Figure 1. M1 wires.
(2 px per um) Supply wires on this layer in gray.
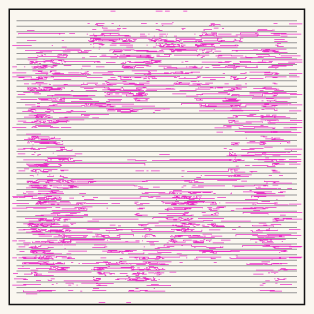
Figure 2. Local utilization.
(2 px per um) 15 x 15 tiles, from white (low) to dark blue (high), 0 to 100% covered.
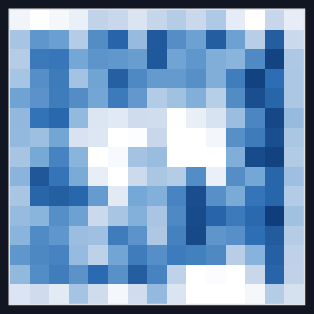
Figure 3. Clock routing.
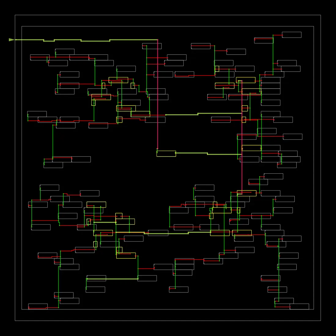
Figure 4. The metal 3 layer.
(3 px per um) Cells faint in the background.
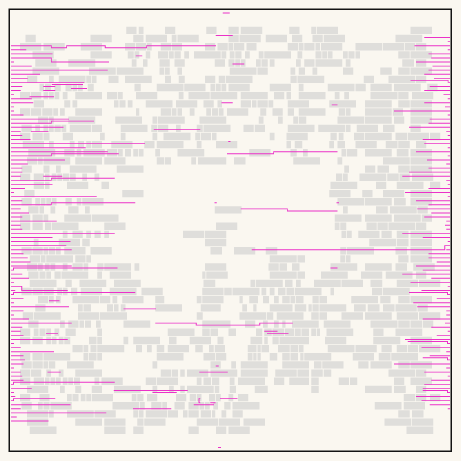
Figure 5. Routed clock nets over the placement.
(2 px per um)
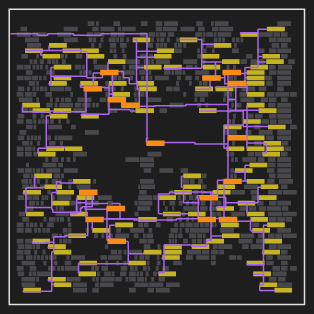
## src/rtl/apb_ctrl_pkg.sv

```systemverilog
// apb_ctrl_pkg: shared FSM state type and default timeout for the APB master
package apb_ctrl_pkg;
   typedef enum logic [1:0] {IDLE, SETUP, ACCESS} state_t;
   localparam int TIMEOUT_DEF = 16;
endpackage

```

## src/rtl/apb_master_arb_if.sv

```systemverilog
// apb_master_arb_if: APB bus signals between the arbitrating master and a slave
interface apb_master_arb_if #(
   parameter int AW = 32,
   parameter int DW = 32
) ();
   logic          PSEL;
   logic          PENABLE;
   logic          PWRITE;
   logic [AW-1:0] PADDR;
   logic [DW-1:0] PWDATA;
   logic [DW-1:0] PRDATA;
   logic          PREADY;
   modport master (output PSEL, PENABLE, PWRITE, PADDR, PWDATA, input PRDATA, PREADY);
   modport slave  (input PSEL, PENABLE, PWRITE, PADDR, PWDATA, output PRDATA, PREADY);
endinterface

```

## src/rtl/rr_arb2.sv

```systemverilog
// rr_arb2: two-way round-robin pick favouring the requester not granted last
module rr_arb2 (
   input  logic [1:0] req_i,
   input  logic       last_i,
   input  logic       en_i,
   output logic [1:0] gnt_o
);
   assign gnt_o[0] = en_i & req_i[0] & (~req_i[1] | last_i);
   assign gnt_o[1] = en_i & req_i[1] & (~req_i[0] | ~last_i);
endmodule

```

## src/rtl/apb_master_arb.sv

```systemverilog
// apb_master_arb: two-requester round-robin APB master with wait-state timeout
module apb_master_arb
   import apb_ctrl_pkg::*;
#(
   parameter int TIMEOUT = TIMEOUT_DEF,
   parameter int AW      = 32,
   parameter int DW      = 32
) (
   input  logic             PCLK,
   input  logic             PRESETn,
   input  logic [1:0]       req_i,
   input  logic [1:0]       req_we_i,
   input  logic [2*AW-1:0]  req_addr_i,
   input  logic [2*DW-1:0]  req_wdata_i,
   output logic [1:0]       gnt_o,
   output logic [1:0]       done_o,
   output logic             err_o,
   output logic [DW-1:0]    rdata_o,
   apb_master_arb_if.master apb
);
   state_t        state_q, state_d;
   logic          psel_q, psel_d, pen_q, pen_d, pwrite_q, pwrite_d;
   logic          last_q, last_d, err_q, err_d;
   logic [1:0]    done_q, done_d, gnt;
   logic [AW-1:0] paddr_q, paddr_d;
   logic [DW-1:0] pwdata_q, pwdata_d, rdata_q, rdata_d;
   logic [7:0]    cnt_q, cnt_d;
   logic          fin, tout;
   rr_arb2 u_arb (
      .req_i  (req_i),
      .last_i (last_q),
      .en_i   (state_q == IDLE && PRESETn),
      .gnt_o  (gnt)
   );
   assign fin  = state_q == ACCESS && apb.PREADY;
   assign tout = state_q == ACCESS && !apb.PREADY && cnt_q == 8'(TIMEOUT - 1);
   // Next state: capture the winner in IDLE, one SETUP cycle, then wait in ACCESS for PREADY or timeout
   always_comb begin
      state_d  = (state_q == IDLE) ? ((|gnt) ? SETUP : IDLE) :
                 (state_q == SETUP) ? ACCESS : (fin || tout) ? IDLE : ACCESS;
      psel_d   = state_d != IDLE;
      pen_d    = state_d == ACCESS;
      pwrite_d = (|gnt) ? req_we_i[gnt[1]] : pwrite_q;
      paddr_d  = (|gnt) ? (gnt[1] ? req_addr_i[2*AW-1:AW] : req_addr_i[AW-1:0]) : paddr_q;
      pwdata_d = (|gnt) ? (gnt[1] ? req_wdata_i[2*DW-1:DW] : req_wdata_i[DW-1:0]) : pwdata_q;
      last_d   = (|gnt) ? gnt[1] : last_q;
      cnt_d    = (|gnt) ? 8'd0 : (state_q == ACCESS && !apb.PREADY) ? cnt_q + 8'd1 : cnt_q;
      done_d   = (fin || tout) ? (last_q ? 2'b10 : 2'b01) : 2'b00;
      err_d    = tout;
      rdata_d  = (fin && !pwrite_q) ? apb.PRDATA : rdata_q;
   end
   // State and registered outputs; reset returns to idle with requester 0 favoured
   always_ff @(posedge PCLK or negedge PRESETn) begin
      if (!PRESETn) begin
         state_q  <= IDLE;
         psel_q   <= 1'b0;
         pen_q    <= 1'b0;
         pwrite_q <= 1'b0;
         paddr_q  <= '0;
         pwdata_q <= '0;
         last_q   <= 1'b1;
         cnt_q    <= '0;
         done_q   <= '0;
         err_q    <= 1'b0;
         rdata_q  <= '0;
      end else begin
         state_q  <= state_d;
         psel_q   <= psel_d;
         pen_q    <= pen_d;
         pwrite_q <= pwrite_d;
         paddr_q  <= paddr_d;
         pwdata_q <= pwdata_d;
         last_q   <= last_d;
         cnt_q    <= cnt_d;
         done_q   <= done_d;
         err_q    <= err_d;
         rdata_q  <= rdata_d;
      end
   end
   assign apb.PSEL    = psel_q;
   assign apb.PENABLE = pen_q;
   assign apb.PWRITE  = pwrite_q;
   assign apb.PADDR   = paddr_q;
   assign apb.PWDATA  = pwdata_q;
   assign gnt_o       = gnt;
   assign done_o      = done_q;
   assign err_o       = err_q;
   assign rdata_o     = rdata_q;
endmodule

```

## src/flat_wrapper.sv

```systemverilog
// flat-port wrapper written by rule: the top's interface ports become plain ports
module apb_master_arb_flat import apb_ctrl_pkg::*;
#(
   parameter int TIMEOUT = TIMEOUT_DEF,
   parameter int AW      = 32,
   parameter int DW      = 32
)
  (PCLK, PRESETn, req_i, req_we_i, req_addr_i, req_wdata_i, gnt_o, done_o, err_o, rdata_o, apb_PSEL, apb_PENABLE, apb_PWRITE, apb_PADDR, apb_PWDATA, apb_PRDATA, apb_PREADY);
  apb_master_arb_if #(.AW(AW), .DW(DW)) apb_i ();
  input  logic PCLK;
  input  logic PRESETn;
  input  logic [1:0] req_i;
  input  logic [1:0] req_we_i;
  input  logic [2*AW-1:0] req_addr_i;
  input  logic [2*DW-1:0] req_wdata_i;
  output logic [1:0] gnt_o;
  output logic [1:0] done_o;
  output logic err_o;
  output logic [DW-1:0] rdata_o;
  output wire logic [$bits(apb_i.PSEL)-1:0] apb_PSEL;
  output wire logic [$bits(apb_i.PENABLE)-1:0] apb_PENABLE;
  output wire logic [$bits(apb_i.PWRITE)-1:0] apb_PWRITE;
  output wire logic [$bits(apb_i.PADDR)-1:0] apb_PADDR;
  output wire logic [$bits(apb_i.PWDATA)-1:0] apb_PWDATA;
  input wire logic [$bits(apb_i.PRDATA)-1:0] apb_PRDATA;
  input wire logic [$bits(apb_i.PREADY)-1:0] apb_PREADY;
  assign apb_PSEL = apb_i.PSEL;
  assign apb_PENABLE = apb_i.PENABLE;
  assign apb_PWRITE = apb_i.PWRITE;
  assign apb_PADDR = apb_i.PADDR;
  assign apb_PWDATA = apb_i.PWDATA;
  assign apb_i.PRDATA = apb_PRDATA;
  assign apb_i.PREADY = apb_PREADY;
  apb_master_arb #(.TIMEOUT(TIMEOUT), .AW(AW), .DW(DW)) u_core (.PCLK(PCLK), .PRESETn(PRESETn), .req_i(req_i), .req_we_i(req_we_i), .req_addr_i(req_addr_i), .req_wdata_i(req_wdata_i), .gnt_o(gnt_o), .done_o(done_o), .err_o(err_o), .rdata_o(rdata_o), .apb(apb_i));
endmodule
```

## config.mk

```make
export PLATFORM = sky130hd
export DESIGN_NAME = apb_master_arb_flat
export DESIGN_NICKNAME = d
export VERILOG_FILES = /design/src/rtl/apb_ctrl_pkg.sv /design/src/rtl/apb_master_arb_if.sv /design/src/rtl/rr_arb2.sv /design/src/rtl/apb_master_arb.sv /design/src/flat_wrapper.sv
export SDC_FILE = /design/constraint.sdc
export NUM_CORES = 1
export LEC_CHECK = 0
export CAP_MARGIN = 20
export CELL_PAD_IN_SITES_DETAIL_PLACEMENT = 0
export CELL_PAD_IN_SITES_GLOBAL_PLACEMENT = 1
export CORE_MARGIN = 3
export CORE_UTILIZATION = 26
export DETAILED_ROUTE_END_ITERATION = 7
export PLACE_DENSITY_LB_ADDON = 0.3
export SLEW_MARGIN = 10
export SYNTH_ARGS = -nofsm -noshare
export SYNTH_HDL_FRONTEND = slang
export SYNTH_SLANG_ARGS = --single-unit
export TNS_END_PERCENT = 1
```

## constraint.sdc

```tcl
create_clock -name PCLK -period 1.5 [get_ports PCLK]
set_input_delay 0.3 -clock PCLK [delete_from_list [all_inputs] [get_ports PCLK]]
set_output_delay 0.3 -clock PCLK [all_outputs]
set_load 0.1 [all_outputs]
```

==> Slide: Implementation Results <==
Flow Results at a Glance

Routing
  – Post-DR wirelength/cell: 18.7 um
  – Detailed-router iteration count before antenna repair: 4
  – Detailed-route DRC error count: 0
  – Initial drt markers: 197

Global route
  – Pin count of the biggest net entering global routing: 114
  – Global-route wire length before repair: 31.0 mm
  – Overflow after GRT: 0
  – GRT Resource Usage Total: 0.182

Setup path
  – Crit-path leading delay family: simple AND/OR/NAND/NOR gates
  – FF-to-FF Start: u_core.state_q[0]
  – Setup slack, reg-to-reg: -330 ps
  – Reg2reg path depth: 6
  – Levels on crit path: 3
  – CP Buf/Inv Count: 1
  – Worst Setup SP: u_core.state_q[0]
  – Kind of critical path: reg -> out
  – CP max-delay cell: or3b_4
  – CP endpoint: gnt_o[0]
  – CP max FO: 4

Status
  – Run status: finished, violations left
  – Failing checks: setup timing

Logic synthesis
  – #FFs+latches synth: 113
  – Cell type with the largest total area: dfrtp_1
  – Top FF cell, synth: dfrtp_1
  – Synth Seq Share: 0.548
  – EDFF count, synth: 0
  – Logic family by area: AND-OR/OR-AND gates
  – Post-Syn Area: 0.00516 mm2
  – Mux share: 0.0737
  – Post-synth area hogs: dfrtp_1, a31oi_1, mux2_2
  – Synth top cells by count: dfrtp_1, a21oi_1, o21ai_0, a31oi_1, nand3_1
  – Syn avg cell area: 10.0 um2
  – Asr flop ratio synth: 1.00
  – Chip Area, Yosys: 0.00516 mm2
  – Post-Syn Instances: 515

Timing
  – Post-Route Setup TNS: -26150 ps
  – Slew headroom: 0.569
  – Post-layout min period: 1900 ps
  – Final setup viols: 111
  – Final Hold Violation Tally: 0
  – Setup WS post-layout: -400 ps
  – Slew @ Worst Pin: 646 ps

Placement
  – Dpl ws: -407 ps
  – Final weighted congestion in routability-driven placement: 0.853
  – Cell count after placement: 1039

Pwr
  – Comb pwr share: 0.631
  – Pwr Total: 24.1 mW
  – P_comb: 15.2 mW
  – Pint: 11.7 mW
  – Max VDD drop: 1.49 mV
  – Part of the power in registers: 0.224
  – Switching share of power: 0.514
  – Seq pwr: 5.38 mW

Clocking
  – Clock transition at path regs: 50 ps
  – CTS tree: done
  – Post-cts resize count: 10
  – CTS H-tree lvls: 4
  – Clock root buffer: clkbuf_16

Finish
  – Logic share of the area: 0.213
  – Area growth syn-to-layout: 96.7%
  – Clock network area share: 0.0497
  – Buffering overhead: 0.424
  – Logic area: 0.00217 mm2
  – Antenna cells: 0
  – FILL cells: 1690
  – Proportion of layout cells with a drive suffix above 1: 0.288
  – Largest cell class: non-clock buffers
  – Clock buf count: 19

Hold path
  – Min-delay worst type: in -> async

Floorplan
  – Die x size: 147 um
  – Row cnt: 50
  – Well Taps: 260

Flow run
  – Max-cap violations: 0
## Picture notes: Figure 1
- nets with wire on the layer: 825
- longest straight run: 54.7 um
- share of all routed wire: 41%
vias after detailed routing: 5355
Post-Route WL: 20.1 mm
met1 Resource Use GR: 0.226

## Picture notes: Figure 2
- mean over tiles: 46%
- nearly empty tiles: 8.0%
- fullest tile: 94%
- tiles over 75% full: 15%
total core area: 0.0191 mm2
fp util: 0.270
fin util: 0.532

## Picture notes: Figure 3
Clock Skew: 8.53 ps
worst skew pair latency: 410 ps
cts bufs inserted: 17
Flops: 113
Sink Count: 113

## Picture notes: Figure 4
- main direction: horizontal
- share of all routed wire: 11%
- nets with wire on the layer: 209
met3 GRT Util: 0.0793

## Picture notes: Figure 5
- yellow: flip-flops (count 113)
- purple: clock wires (length 1760 um)
- orange: cells driving clock nets (count 17)
- routed clock nets: 18
- flops lie: all over the die
Clk pwr share: 0.145
P_clk: 3.49 mW

No activity file was given, so power comes from the tool's default toggle rates.
